==> src/rtl/spi_pkg.sv <==
// Shared types and constants for the SPI responder: FSM states, synchronizer depth, SPI mode.
package spi_pkg;

    typedef enum logic [1:0] {
        IDLE,
        LOAD,
        SHIFT
    } spi_slave_state_t;

    localparam int SYNC_STAGES = 2;
    localparam int CPOL        = 0;
    localparam int CPHA        = 0;

endpackage

==> src/rtl/module_sincronizador.sv <==
// Two-FF metastability synchronizer plus one history FF; rise/fall compare the settled stage to history.
module module_sincronizador
    import spi_pkg::*;
#(
    parameter logic RST_VAL = 1'b0
) (
    input  logic clk,
    input  logic rst,
    input  logic din,
    output logic dout,
    output logic rise,
    output logic fall
);

    // chain[0..SYNC_STAGES-1] is the synchronizer, chain[SYNC_STAGES] the history bit
    logic [SYNC_STAGES:0] chain;

    always_ff @(posedge clk or posedge rst) begin
        if (rst) begin
            chain <= {(SYNC_STAGES + 1){RST_VAL}};
        end else begin
            chain <= {chain[SYNC_STAGES-1:0], din};
        end
    end

    assign dout = chain[SYNC_STAGES-1];
    assign rise = chain[SYNC_STAGES-1] & ~chain[SYNC_STAGES];
    assign fall = ~chain[SYNC_STAGES-1] & chain[SYNC_STAGES];

endmodule

==> src/rtl/module_spi_slave.sv <==
// SPI mode-0 responder, MSB first: oversamples sclk/cs/mosi on clk_i, returns the TX buffer, captures RX bytes.
module module_spi_slave
    import spi_pkg::*;
#(
    parameter int N  = 8,
    parameter int CW = $clog2(N)
) (
    input  logic         clk_i,
    input  logic         rst_i,
    input  logic         sclk_i,
    input  logic         cs_i,
    input  logic         bit_rx_i,
    output logic         bit_tx_o,
    output logic         tx_en_o,
    input  logic [N-1:0] tx_data_i,
    input  logic         tx_load_i,
    output logic         tx_ready_o,
    output logic [N-1:0] rx_data_o,
    output logic         rx_valid_o,
    input  logic         rx_ack_i,
    output logic         overrun_o,
    output logic         abort_o
);

    localparam logic          SAMPLE_ON_RISE = (CPOL == CPHA);
    localparam logic          SCLK_IDLE      = 1'(CPOL);
    localparam logic [CW-1:0] LAST           = CW'(N - 1);

    spi_slave_state_t state, next;

    logic sclk_s, sclk_rise, sclk_fall;
    logic cs_s, cs_rise, cs_fall;
    logic mosi_s, mosi_rise, mosi_fall;
    logic unused_sync;

    logic [N-1:0]  tx_buf, tx_shift, rx_shift, rx_next;
    logic [CW-1:0] cnt;
    logic          unacked;
    logic          load_evt, sample_evt, shift_evt, exit_evt, consume;

    module_sincronizador #(.RST_VAL(SCLK_IDLE)) u_sync_sclk (
        .clk(clk_i), .rst(rst_i), .din(sclk_i),
        .dout(sclk_s), .rise(sclk_rise), .fall(sclk_fall)
    );

    module_sincronizador #(.RST_VAL(1'b1)) u_sync_cs (
        .clk(clk_i), .rst(rst_i), .din(cs_i),
        .dout(cs_s), .rise(cs_rise), .fall(cs_fall)
    );

    module_sincronizador #(.RST_VAL(1'b0)) u_sync_mosi (
        .clk(clk_i), .rst(rst_i), .din(bit_rx_i),
        .dout(mosi_s), .rise(mosi_rise), .fall(mosi_fall)
    );

    // Only the mosi level and the sclk/cs edges drive the datapath
    assign unused_sync = mosi_rise ^ mosi_fall ^ sclk_s ^ cs_rise;

    always_ff @(posedge clk_i or posedge rst_i) begin
        if (rst_i) begin
            state <= IDLE;
        end else begin
            state <= next;
        end
    end

    // Leaving SHIFT keys off the cs level so a cs pulse that lands during LOAD is not lost
    always_comb begin
        next       = state;
        load_evt   = 1'b0;
        sample_evt = 1'b0;
        shift_evt  = 1'b0;
        exit_evt   = 1'b0;
        case (state)
            IDLE: begin
                if (cs_fall) next = LOAD;
            end
            LOAD: begin
                load_evt = 1'b1;
                next     = SHIFT;
            end
            SHIFT: begin
                if (cs_s) begin
                    exit_evt = 1'b1;
                    next     = IDLE;
                end else begin
                    sample_evt = SAMPLE_ON_RISE ? sclk_rise : sclk_fall;
                    shift_evt  = SAMPLE_ON_RISE ? sclk_fall : sclk_rise;
                end
            end
            default: next = IDLE;
        endcase
    end

    assign consume  = load_evt | (shift_evt && (cnt == '0));
    assign rx_next  = {rx_shift[N-2:0], mosi_s};
    assign bit_tx_o = tx_en_o & tx_shift[N-1];

    always_ff @(posedge clk_i or posedge rst_i) begin
        if (rst_i) begin
            tx_en_o    <= 1'b0;
            tx_ready_o <= 1'b1;
            rx_data_o  <= '0;
            rx_valid_o <= 1'b0;
            overrun_o  <= 1'b0;
            abort_o    <= 1'b0;
            tx_buf     <= '0;
            tx_shift   <= '0;
            rx_shift   <= '0;
            cnt        <= '0;
            unacked    <= 1'b0;
        end else begin
            rx_valid_o <= 1'b0;
            abort_o    <= 1'b0;

            if (load_evt) begin
                tx_en_o <= 1'b1;
                cnt     <= '0;
            end

            if (exit_evt) begin
                tx_en_o  <= 1'b0;
                cnt      <= '0;
                rx_shift <= '0;
                abort_o  <= (cnt != '0);
            end

            if (consume) begin
                tx_shift   <= tx_buf;
                tx_ready_o <= 1'b1;
            end else if (shift_evt) begin
                tx_shift <= tx_shift << 1;
            end

            // A host load in the same cycle as a consume wins the buffer and the ready flag
            if (tx_load_i) begin
                tx_buf     <= tx_data_i;
                tx_ready_o <= 1'b0;
            end

            if (sample_evt) begin
                rx_shift <= rx_next;
                if (cnt == LAST) begin
                    cnt        <= '0;
                    rx_data_o  <= rx_next;
                    rx_valid_o <= 1'b1;
                end else begin
                    cnt <= cnt + 1'b1;
                end
            end

            if (rx_ack_i) begin
                overrun_o <= 1'b0;
            end else if (rx_valid_o && unacked) begin
                overrun_o <= 1'b1;
            end

            if (rx_valid_o) begin
                unacked <= 1'b1;
            end else if (rx_ack_i) begin
                unacked <= 1'b0;
            end
        end
    end

endmodule

==> config.mk <==
export PLATFORM = sky130hd
export DESIGN_NAME = module_spi_slave
export DESIGN_NICKNAME = d
export VERILOG_FILES = /design/src/rtl/spi_pkg.sv /design/src/rtl/module_sincronizador.sv /design/src/rtl/module_spi_slave.sv
export SDC_FILE = /design/constraint.sdc
export NUM_CORES = 1
export LEC_CHECK = 0
export ABC_CLOCK_PERIOD_IN_PS = 2300
export CORE_UTILIZATION = 25
export DETAILED_ROUTE_END_ITERATION = 8
export GPL_TIMING_DRIVEN = 1
export PLACE_DENSITY = 0.39
export SETUP_SLACK_MARGIN = 0.3
export SLEW_MARGIN = 15
export SYNTH_ARGS = -nofsm -noshare
export SYNTH_HDL_FRONTEND = slang
export SYNTH_HIERARCHICAL = 1
export SYNTH_SLANG_ARGS = --single-unit
export TNS_END_PERCENT = 30
==> constraint.sdc <==
create_clock -name clk_i -period 2.3 [get_ports clk_i]
set_clock_uncertainty 0.15 [all_clocks]
set_input_delay 0.575 -clock clk_i [delete_from_list [all_inputs] [get_ports clk_i]]
set_output_delay 0.575 -clock clk_i [all_outputs]
set_load 0.02 [all_outputs]
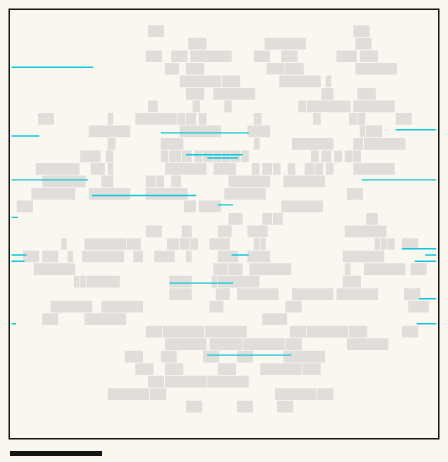
Figure 1: signal wires on met3.
Scale bar: 20 um. Cells faint in the background.
The longest straight run is 22.3 um. The layer holds 5.0% of the routed length. 18 nets have wire on it. The wires run mostly horizontal. The layer carries 190 um of wire.

==> results.yml <==
# implementation run metrics
critical_path:
  r2r_end: "tx_shift[0]"
  cp_top_family: "buffers and inverters"
  slowest_delay_ns: 0.61
cells_and_area:
  regArea_um2: 1260
timing:
  maxSlewHeadroom_pct: 63.5
  rsz0062_at_grt: "true"
cts:
  clk_pin_slew_ns: 0.09
  post_cts_resized: 1
  postCtsSetupRepairBufs: 0
  clk_root_buffer_cell: "clkbuf_8"
global_routing:
  globalRouteTotalUtil_pct: 9.62
  antenna_found_initial: 0
floorplanning:
  std_cell_rows: 32
  dieWidth_um: 93.0
  chip_area_um2: 8650
min_path:
  hold_depth: 0
status:
  status: "complete, no violations"
routing:
  drc_errors: 0
  finalWirelength_um: 3820
place:
  dp_hpwl_um: 2720
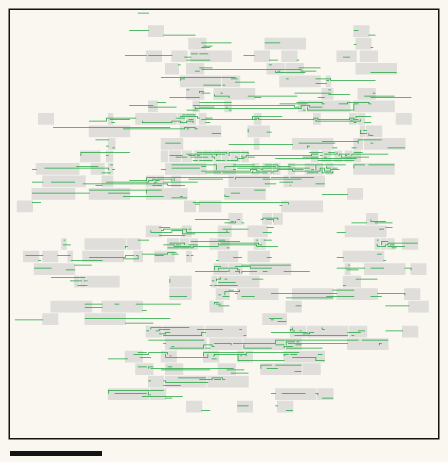
Figure 2: the metal 1 layer.
Scale bar: 20 um. Cells faint in the background.
The layer holds 47% of the routed length. 182 nets have wire on it. The layer carries 1800 um of wire. The wires run mostly horizontal.

## registers in the layout (all words and copies together), names as in the netlist, 2 cells and up
signal / count
u_sync_mosi/chain: 2
rx_shift: 7
u_sync_cs/chain: 3
state: 2
u_sync_sclk/chain: 3
tx_shift: 8
rx_data_o: 8
tx_buf: 8
cnt: 3
## layout make-up
type	instances	area share (%)
repair buffers	30	12.3
flip-flops and latches	50	49.3
clock inverters	1	0.197
clock buffers	7	3.39
multi-input cells	92	28.3
inverters	10	1.47
well taps	102	5.01
## layer usage
| layer | GRT usage [%] | up-vias | wire length [um] |
|---|---|---|---|
| met1 | 12.9 | 676 | 1800 |
| met2 | 14.6 | 27 | 1770 |
| met3 | 2.93 | 6 | 189 |
| met5 | 0 | - | 0 |
| li1 | - | 627 | - |
| met4 | 3.46 | 0 | 60 |
## report_power, final
part	switching [W]	internal [W]	leakage, nW	total [W]
logic	0.000153	0.000147	0.489	0.000299
registers	0.0000749	0.000984	0.627	0.00106
clock network	0.000278	0.000243	0.0482	0.000521
## worst max path at each step
stage	start	slack, ns	end	cells past startpoint
CTS	tx_ready_o	0.12	tx_ready_o	1
detailed placement	tx_load_i	0.34	tx_buf[6]	2
global placement	tx_load_i	0.39	tx_buf[7]	2
floorplan	rst_i	0.60	abort_o	1
finish	rx_data_o[4]	0.30	rx_data_o[4]	1
global route	rx_data_o[1]	0.25	rx_data_o[1]	1
## through the flow
step / std cells / utilization [%] / hold slack [ns] / area, um^2 / total power (W)
floorplan: 161 / - / 0.166 / 2070 / 0.00127
detailed placement: 284 / 31.0 / 0.186 / 2450 / 0.00139
global route: 292 / 32.3 / 0.221 / 2550 / 0.00200
finish: 292 / 32.3 / 0.204 / 2550 / 0.00188
CTS: 292 / 32.2 / 0.207 / 2540 / 0.00191
global placement: 284 / 31.0 / 0.185 / 2450 / 0.00138
Power figures rest on the tool's default switching activity, not on a simulated workload.
